Figure 1. Wiring by layer.
Two of the layers only.
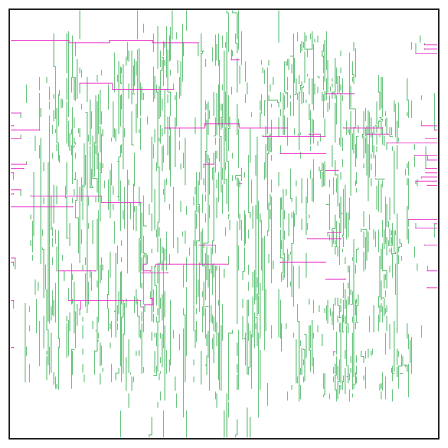
Figure 2. Register map, names as in the netlist.
The bar under the picture is 50 um long. Other sequential cells in the stronger grey, the rest of the logic in the fainter grey.
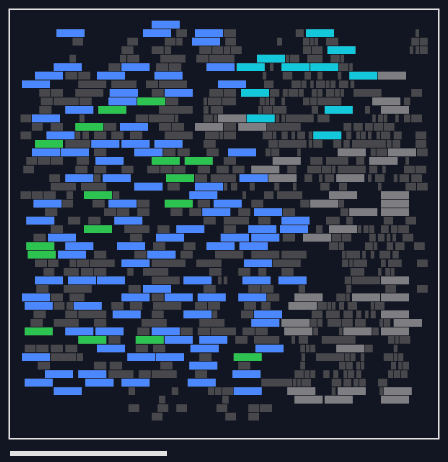
[src/rtl/pt_pkg.sv]
// Shared status codes and encoder-FSM state encoding for the PT2262 transmit scheduler.
// Latency: n/a (constants only).
// Backpressure: n/a.
package pt_pkg;

    localparam logic [7:0] ST_ACK    = 8'h06;
    localparam logic [7:0] ST_NAK    = 8'h15;
    localparam logic [7:0] ST_ENC_TO = 8'h18;
    localparam logic [7:0] ST_GAP    = 8'h1A;
    localparam logic [7:0] ST_OVR    = 8'h1F;

    typedef enum logic [1:0] {
        S_IDLE = 2'd0,
        S_LOAD = 2'd1,
        S_WAIT = 2'd2,
        S_DONE = 2'd3
    } enc_state_t;

endpackage

[src/rtl/pt_code_fifo.sv]
// Code-word FIFO between the byte assembler and the encoder FSM, first-word-fall-through.
// Latency: a pushed word appears on head the cycle after the push.
// Backpressure: push while full and pop while empty are ignored; callers watch full/empty.
module pt_code_fifo #(
    parameter int WIDTH = 24,
    parameter int DEPTH = 4
) (
    input  logic                   clk,
    input  logic                   reset,
    input  logic                   push,
    input  logic [WIDTH-1:0]       push_dat,
    input  logic                   pop,
    output logic [WIDTH-1:0]       head,
    output logic                   full,
    output logic                   empty,
    output logic [$clog2(DEPTH):0] level
);
    localparam int AW = $clog2(DEPTH);
    localparam logic [AW:0] LVL_FULL = DEPTH[AW:0];

    logic [WIDTH-1:0] mem [DEPTH];
    logic [AW-1:0]    wr_ptr;
    logic [AW-1:0]    rd_ptr;
    logic             do_push;
    logic             do_pop;

    assign full    = level == LVL_FULL;
    assign empty   = level == '0;
    assign do_push = push && !full;
    assign do_pop  = pop && !empty;
    assign head    = mem[rd_ptr];

    // Pointers wrap naturally because DEPTH is a power of two.
    always_ff @(posedge clk or posedge reset) begin
        if (reset) begin
            wr_ptr <= '0;
            rd_ptr <= '0;
            level  <= '0;
            for (int i = 0; i < DEPTH; i++) begin
                mem[i] <= '0;
            end
        end else begin
            if (do_push) begin
                mem[wr_ptr] <= push_dat;
                wr_ptr      <= wr_ptr + 1'b1;
            end
            if (do_pop) begin
                rd_ptr <= rd_ptr + 1'b1;
            end
            if (do_push && !do_pop) begin
                level <= level + 1'b1;
            end else if (!do_push && do_pop) begin
                level <= level - 1'b1;
            end
        end
    end

endmodule

[src/rtl/pt_tx_sched.sv]
// Packs UART bytes into 24-bit code words, replays each REPEATS times into pt_enc, reports status bytes.
// Latency: first enc_ld two cycles after the push of a word into an idle, empty scheduler.
// Backpressure: rx_ready = !fifo_full (full frames are NAKed); one status slot, later events collapse into overrun.
module pt_tx_sched
    import pt_pkg::*;
#(
    parameter int REPEATS     = 4,
    parameter int DEPTH       = 4,
    parameter int GAP_TIMEOUT = 2000,
    parameter int ENC_TIMEOUT = 65535
) (
    input  logic                   clk,
    input  logic                   reset,
    input  logic                   rx_valid,
    input  logic [7:0]             rx_data,
    output logic                   rx_ready,
    output logic                   enc_ld,
    output logic [23:0]            enc_ad,
    input  logic                   enc_done,
    output logic                   tx_valid,
    output logic [7:0]             tx_data,
    input  logic                   tx_ready,
    output logic                   busy,
    output logic [$clog2(DEPTH):0] level
);
    localparam int GW = $clog2(GAP_TIMEOUT + 1);
    localparam int WW = $clog2(ENC_TIMEOUT + 1);
    localparam logic [GW-1:0] GAP_LAST = GW'(GAP_TIMEOUT - 1);
    localparam logic [WW-1:0] WD_LAST  = WW'(ENC_TIMEOUT - 1);
    localparam logic [3:0]    REP_LAST = 4'(REPEATS - 1);

    logic [1:0]    byte_cnt;
    logic [15:0]   part;
    logic [GW-1:0] gap_cnt;
    logic          frame_done;
    logic          push;
    logic          asm_nak;
    logic          gap_hit;
    logic          fifo_full;
    logic          fifo_empty;
    logic          pop;
    logic [23:0]   head;

    assign frame_done = rx_valid && byte_cnt == 2'd2;
    assign push       = frame_done && !fifo_full;
    assign asm_nak    = frame_done && fifo_full;
    assign gap_hit    = !rx_valid && byte_cnt != 2'd0 && gap_cnt == GAP_LAST;
    assign rx_ready   = !fifo_full;

    // Bytes are always taken, even with rx_ready low; only the completed frame can be refused.
    always_ff @(posedge clk or posedge reset) begin
        if (reset) begin
            byte_cnt <= 2'd0;
            part     <= 16'h0000;
            gap_cnt  <= '0;
        end else if (rx_valid) begin
            gap_cnt <= '0;
            case (byte_cnt)
                2'd0: begin
                    part[15:8] <= rx_data;
                    byte_cnt   <= 2'd1;
                end
                2'd1: begin
                    part[7:0] <= rx_data;
                    byte_cnt  <= 2'd2;
                end
                default: byte_cnt <= 2'd0;
            endcase
        end else if (gap_hit) begin
            byte_cnt <= 2'd0;
            gap_cnt  <= '0;
        end else if (byte_cnt != 2'd0) begin
            gap_cnt <= gap_cnt + 1'b1;
        end
    end

    pt_code_fifo #(
        .WIDTH (24),
        .DEPTH (DEPTH)
    ) u_fifo (
        .clk      (clk),
        .reset    (reset),
        .push     (push),
        .push_dat ({part, rx_data}),
        .pop      (pop),
        .head     (head),
        .full     (fifo_full),
        .empty    (fifo_empty),
        .level    (level)
    );

    enc_state_t    state;
    enc_state_t    state_nxt;
    logic [3:0]    rep;
    logic [WW-1:0] wd;
    logic          enc_err;

    always_comb begin
        state_nxt = state;
        case (state)
            S_IDLE: if (!fifo_empty) state_nxt = S_LOAD;
            S_LOAD: state_nxt = S_WAIT;
            S_WAIT: begin
                if (enc_done) begin
                    state_nxt = (rep == REP_LAST) ? S_DONE : S_LOAD;
                end else if (wd == WD_LAST) begin
                    state_nxt = S_DONE;
                end
            end
            default: state_nxt = S_IDLE;
        endcase
    end

    // The watchdog gives WAIT exactly ENC_TIMEOUT cycles before giving up on the encoder.
    always_ff @(posedge clk or posedge reset) begin
        if (reset) begin
            state   <= S_IDLE;
            rep     <= 4'd0;
            wd      <= '0;
            enc_err <= 1'b0;
        end else begin
            state <= state_nxt;
            case (state)
                S_IDLE: begin
                    rep     <= 4'd0;
                    enc_err <= 1'b0;
                end
                S_LOAD: wd <= '0;
                S_WAIT: begin
                    wd <= wd + 1'b1;
                    if (enc_done) begin
                        if (rep != REP_LAST) rep <= rep + 1'b1;
                    end else if (wd == WD_LAST) begin
                        enc_err <= 1'b1;
                    end
                end
                default: ;
            endcase
        end
    end

    assign busy   = state != S_IDLE;
    assign enc_ld = state == S_LOAD;
    assign enc_ad = busy ? head : 24'h000000;
    assign pop    = state == S_DONE;

    logic       tx_fire;
    logic       slot_free;
    logic       done_raise;
    logic       asm_raise;
    logic [7:0] done_code;
    logic [7:0] asm_code;
    logic       ld_vld;
    logic [7:0] ld_dat;
    logic       ovr_set;
    logic       ovr;

    assign tx_fire    = tx_valid && tx_ready;
    assign slot_free  = !tx_valid || tx_fire;
    assign done_raise = state == S_DONE;
    assign done_code  = enc_err ? ST_ENC_TO : ST_ACK;
    assign asm_raise  = asm_nak || gap_hit;
    assign asm_code   = asm_nak ? ST_NAK : ST_GAP;

    always_comb begin
        ld_vld  = 1'b0;
        ld_dat  = 8'h00;
        ovr_set = 1'b0;
        if (done_raise) begin
            ld_vld  = 1'b1;
            ld_dat  = done_code;
            ovr_set = asm_raise;
        end else if (asm_raise) begin
            ld_vld = 1'b1;
            ld_dat = asm_code;
        end
        if (ld_vld && !slot_free) ovr_set = 1'b1;
    end

    // Fresh events take the slot ahead of a pending overrun report, which drains afterwards.
    always_ff @(posedge clk or posedge reset) begin
        if (reset) begin
            tx_valid <= 1'b0;
            tx_data  <= 8'h00;
            ovr      <= 1'b0;
        end else begin
            if (slot_free) begin
                if (ld_vld) begin
                    tx_valid <= 1'b1;
                    tx_data  <= ld_dat;
                end else if (ovr) begin
                    tx_valid <= 1'b1;
                    tx_data  <= ST_OVR;
                    ovr      <= 1'b0;
                end else begin
                    tx_valid <= 1'b0;
                end
            end
            if (ovr_set) ovr <= 1'b1;
        end
    end

endmodule

[config.mk]
export PLATFORM = sky130hd
export DESIGN_NAME = pt_tx_sched
export DESIGN_NICKNAME = d
export VERILOG_FILES = /design/src/rtl/pt_pkg.sv /design/src/rtl/pt_code_fifo.sv /design/src/rtl/pt_tx_sched.sv
export SDC_FILE = /design/constraint.sdc
export NUM_CORES = 1
export LEC_CHECK = 0
export CORE_MARGIN = 3
export CORE_UTILIZATION = 45
export DETAILED_ROUTE_END_ITERATION = 12
export GPL_ROUTABILITY_DRIVEN = 0
export GPL_TIMING_DRIVEN = 0
export SYNTH_ARGS = -nofsm -noshare
export SYNTH_HDL_FRONTEND = slang
export SYNTH_SLANG_ARGS = --single-unit
[constraint.sdc]
create_clock -name clk -period 15.1 [get_ports clk]
set_input_delay 3.02 -clock clk [delete_from_list [all_inputs] [get_ports clk]]
set_output_delay 3.02 -clock clk [all_outputs]
set_load 0.02 [all_outputs]
==> flow_summary.ini <==
; physical design summary
[routing]
dr_total_vias = 4795
avgViaCountPerCell = 5.48
drc = 0

[cts]
cts_buffers = 17
cts_tree = built
clkSinkCount = 162
postCtsHoldBufs = 0
htree_levels = 4
root_buffer = clkbuf_16

[setup_path]
path_buffers = 3
path_delay_family = buffers and inverters
cpMaxStageDelayCell = buf_1
end_kind = output pin

[logic_synthesis]
mux_area_share_pct = 24.3
ff_type = dfrtp_1
synthCells = 573
yosys_area_um2 = 7670
ys_sh_simple_pct = 9.74
yosys_warnings = 0
synth-edff-count = 0
ys_seq_share_pct = 52.8

[grt]
antenna_found_initial = 0
track_usage_pct = 18.8
grtUsageMet1_pct = 25.2
grt_max_degree = 125

[job]
maxCapViolCount = 0

[floorplan]
ioPinCount = 52

[final_layout]
diodes = 0
layout.cells.non_filler = 875

[final_timing]
slew_headroom_pct = 46.6
rsz0062_at_grt = no
max_freq_mhz = 169
slew_violations = 0
whs_ps = 489
post-route-period-util_pct = 39.2

[place]
dpl.hpwl_mm = 10.6

[run_status]
outcome = completed

[pwr]
ir_drop_mv = 0.116
## Picture notes: Figure 1
[magenta] met3 | wire length: 519 um
[green] met2 | wire length: 7,700 um

## Picture notes: Figure 2
[blue] u_fifo.mem | placed flops: 96
[cyan] gap_cnt | placed flops: 11 | where: upper right
[green] part | placed flops: 16
not coloured: 39

==> power by group <==
part,switching (W),internal [W],leakage (nW)
clock,0.000176,0.000303,0.321
combinational,0.000337,0.000389,1.64
sequential,0.000109,0.000599,2.07
==> cell usage in the layout (no fill, tap or decap), drive strengths merged, types with 4 or more instances in the layout <==
cell type	count
ha	13
xor2	9
clkbuf	31
nand3b	4
nand3	10
mux4	24
nand4	6
mux2i	5
nor4	5
bufinv	5
nor3	10
mux2	113
dfrtp	162
o21ai	13
clkdlybuf4s50	47
nand2	24
a22o	4
xnor2	12
nor2	26
nand2b	6
a21oi	11
buf	20
and2	25
clkinv	4
inv	21
==> cell usage after synthesis (3+ instances only) <==
cell	n	area, um^2
buf_4	4	30.0
nand4_1	6	37.5
dfrtp_1	162	4050
nand2_4	4	45.0
mux2_2	109	1230
xnor2_1	12	105
ha_1	13	163
o21ai_0	11	55.1
mux2_1	4	45.0
xor2_1	9	78.8
nor2_1	26	97.6
mux2i_1	5	50.1
nand2b_1	6	37.5
a21oi_1	11	55.1
clkbuf_1	10	37.5
buf_2	4	20.0
and2_1	25	156
nor4_1	4	25.0
o31ai_1	3	22.5
buf_6	10	113
or4_1	3	22.5
mux4_2	24	541
nand3b_1	4	30.0
nor3_1	10	50.1
inv_1	19	71.3
nand3_1	9	45.0
or3_1	3	18.8
o21a_1	3	22.5
nand2_1	20	75.1
a22o_1	4	35.0
nor2b_1	3	18.8
==> path summary, 6_finish.rpt <==
kind	startpoint	end	slack, ps	cells past startpoint
worst max register to register	u_fifo.level[0]	u_fifo.level[1]	12640	8
worst min register to register	tx_data[0]	tx_data[0]	490	1
min in group asynchronous	reset	wd[7]	2970	2
worst max-delay path	u_fifo.rd_ptr[1]	enc_ad[16]	9180	5
max in group asynchronous	reset	u_fifo.mem[54]	11240	3
worst min-delay path	tx_data[0]	tx_data[0]	490	1
==> cell families after synthesis <==
family | after synthesis
AOI/OAI and AO/OA | 53
xor gates and xnor gates | 21
adders and majority gates | 14
buffers and inverters | 49
DFF | 162
muxes | 142
other | 1
and+or+nand+nor | 131
==> per-stage QoR <==
| step | total power (W) | instance area (um^2) | setup WS, ps |
|---|---|---|---|
| global route | 0.00204 | 9120 | 9080 |
| CTS | 0.00194 | 9120 | 9130 |
| global placement | 0.00142 | 8430 | 5620 |
| detailed placement | 0.00145 | 8460 | 9600 |
| floorplan | 0.00119 | 7680 | 7700 |
| finish | 0.00191 | 9120 | 9180 |
==> worst register-to-register path: cells and delay by family, from the launching register on <==
| family | cells | cell delay, ps |
|---|---|---|
| fa+ha+maj | 2 | 630 |
| mux | 1 | 270 |
| simple gates | 2 | 550 |
| buf+inv | 3 | 410 |
| flops | 1 | 470 |
==> layer usage <==
layer	vias to the layer above	share of wire, %
li1	2204	-
met1	2498	47
met2	79	49
met3	14	3.3
met4	0	1.4
met5	-	0
==> final cells by class <==
class,count,area (um^2)
Fill cell,1394,7520
Sequential cell,162,4050
Multi-Input combinational cell,364,3350
Timing Repair Buffer,48,498
Clock buffer,20,457
Tap cell,220,275
Buffer,30,209
Clock inverter,12,203
Inverter,19,78.8
Power and IR drop assume default switching activity.
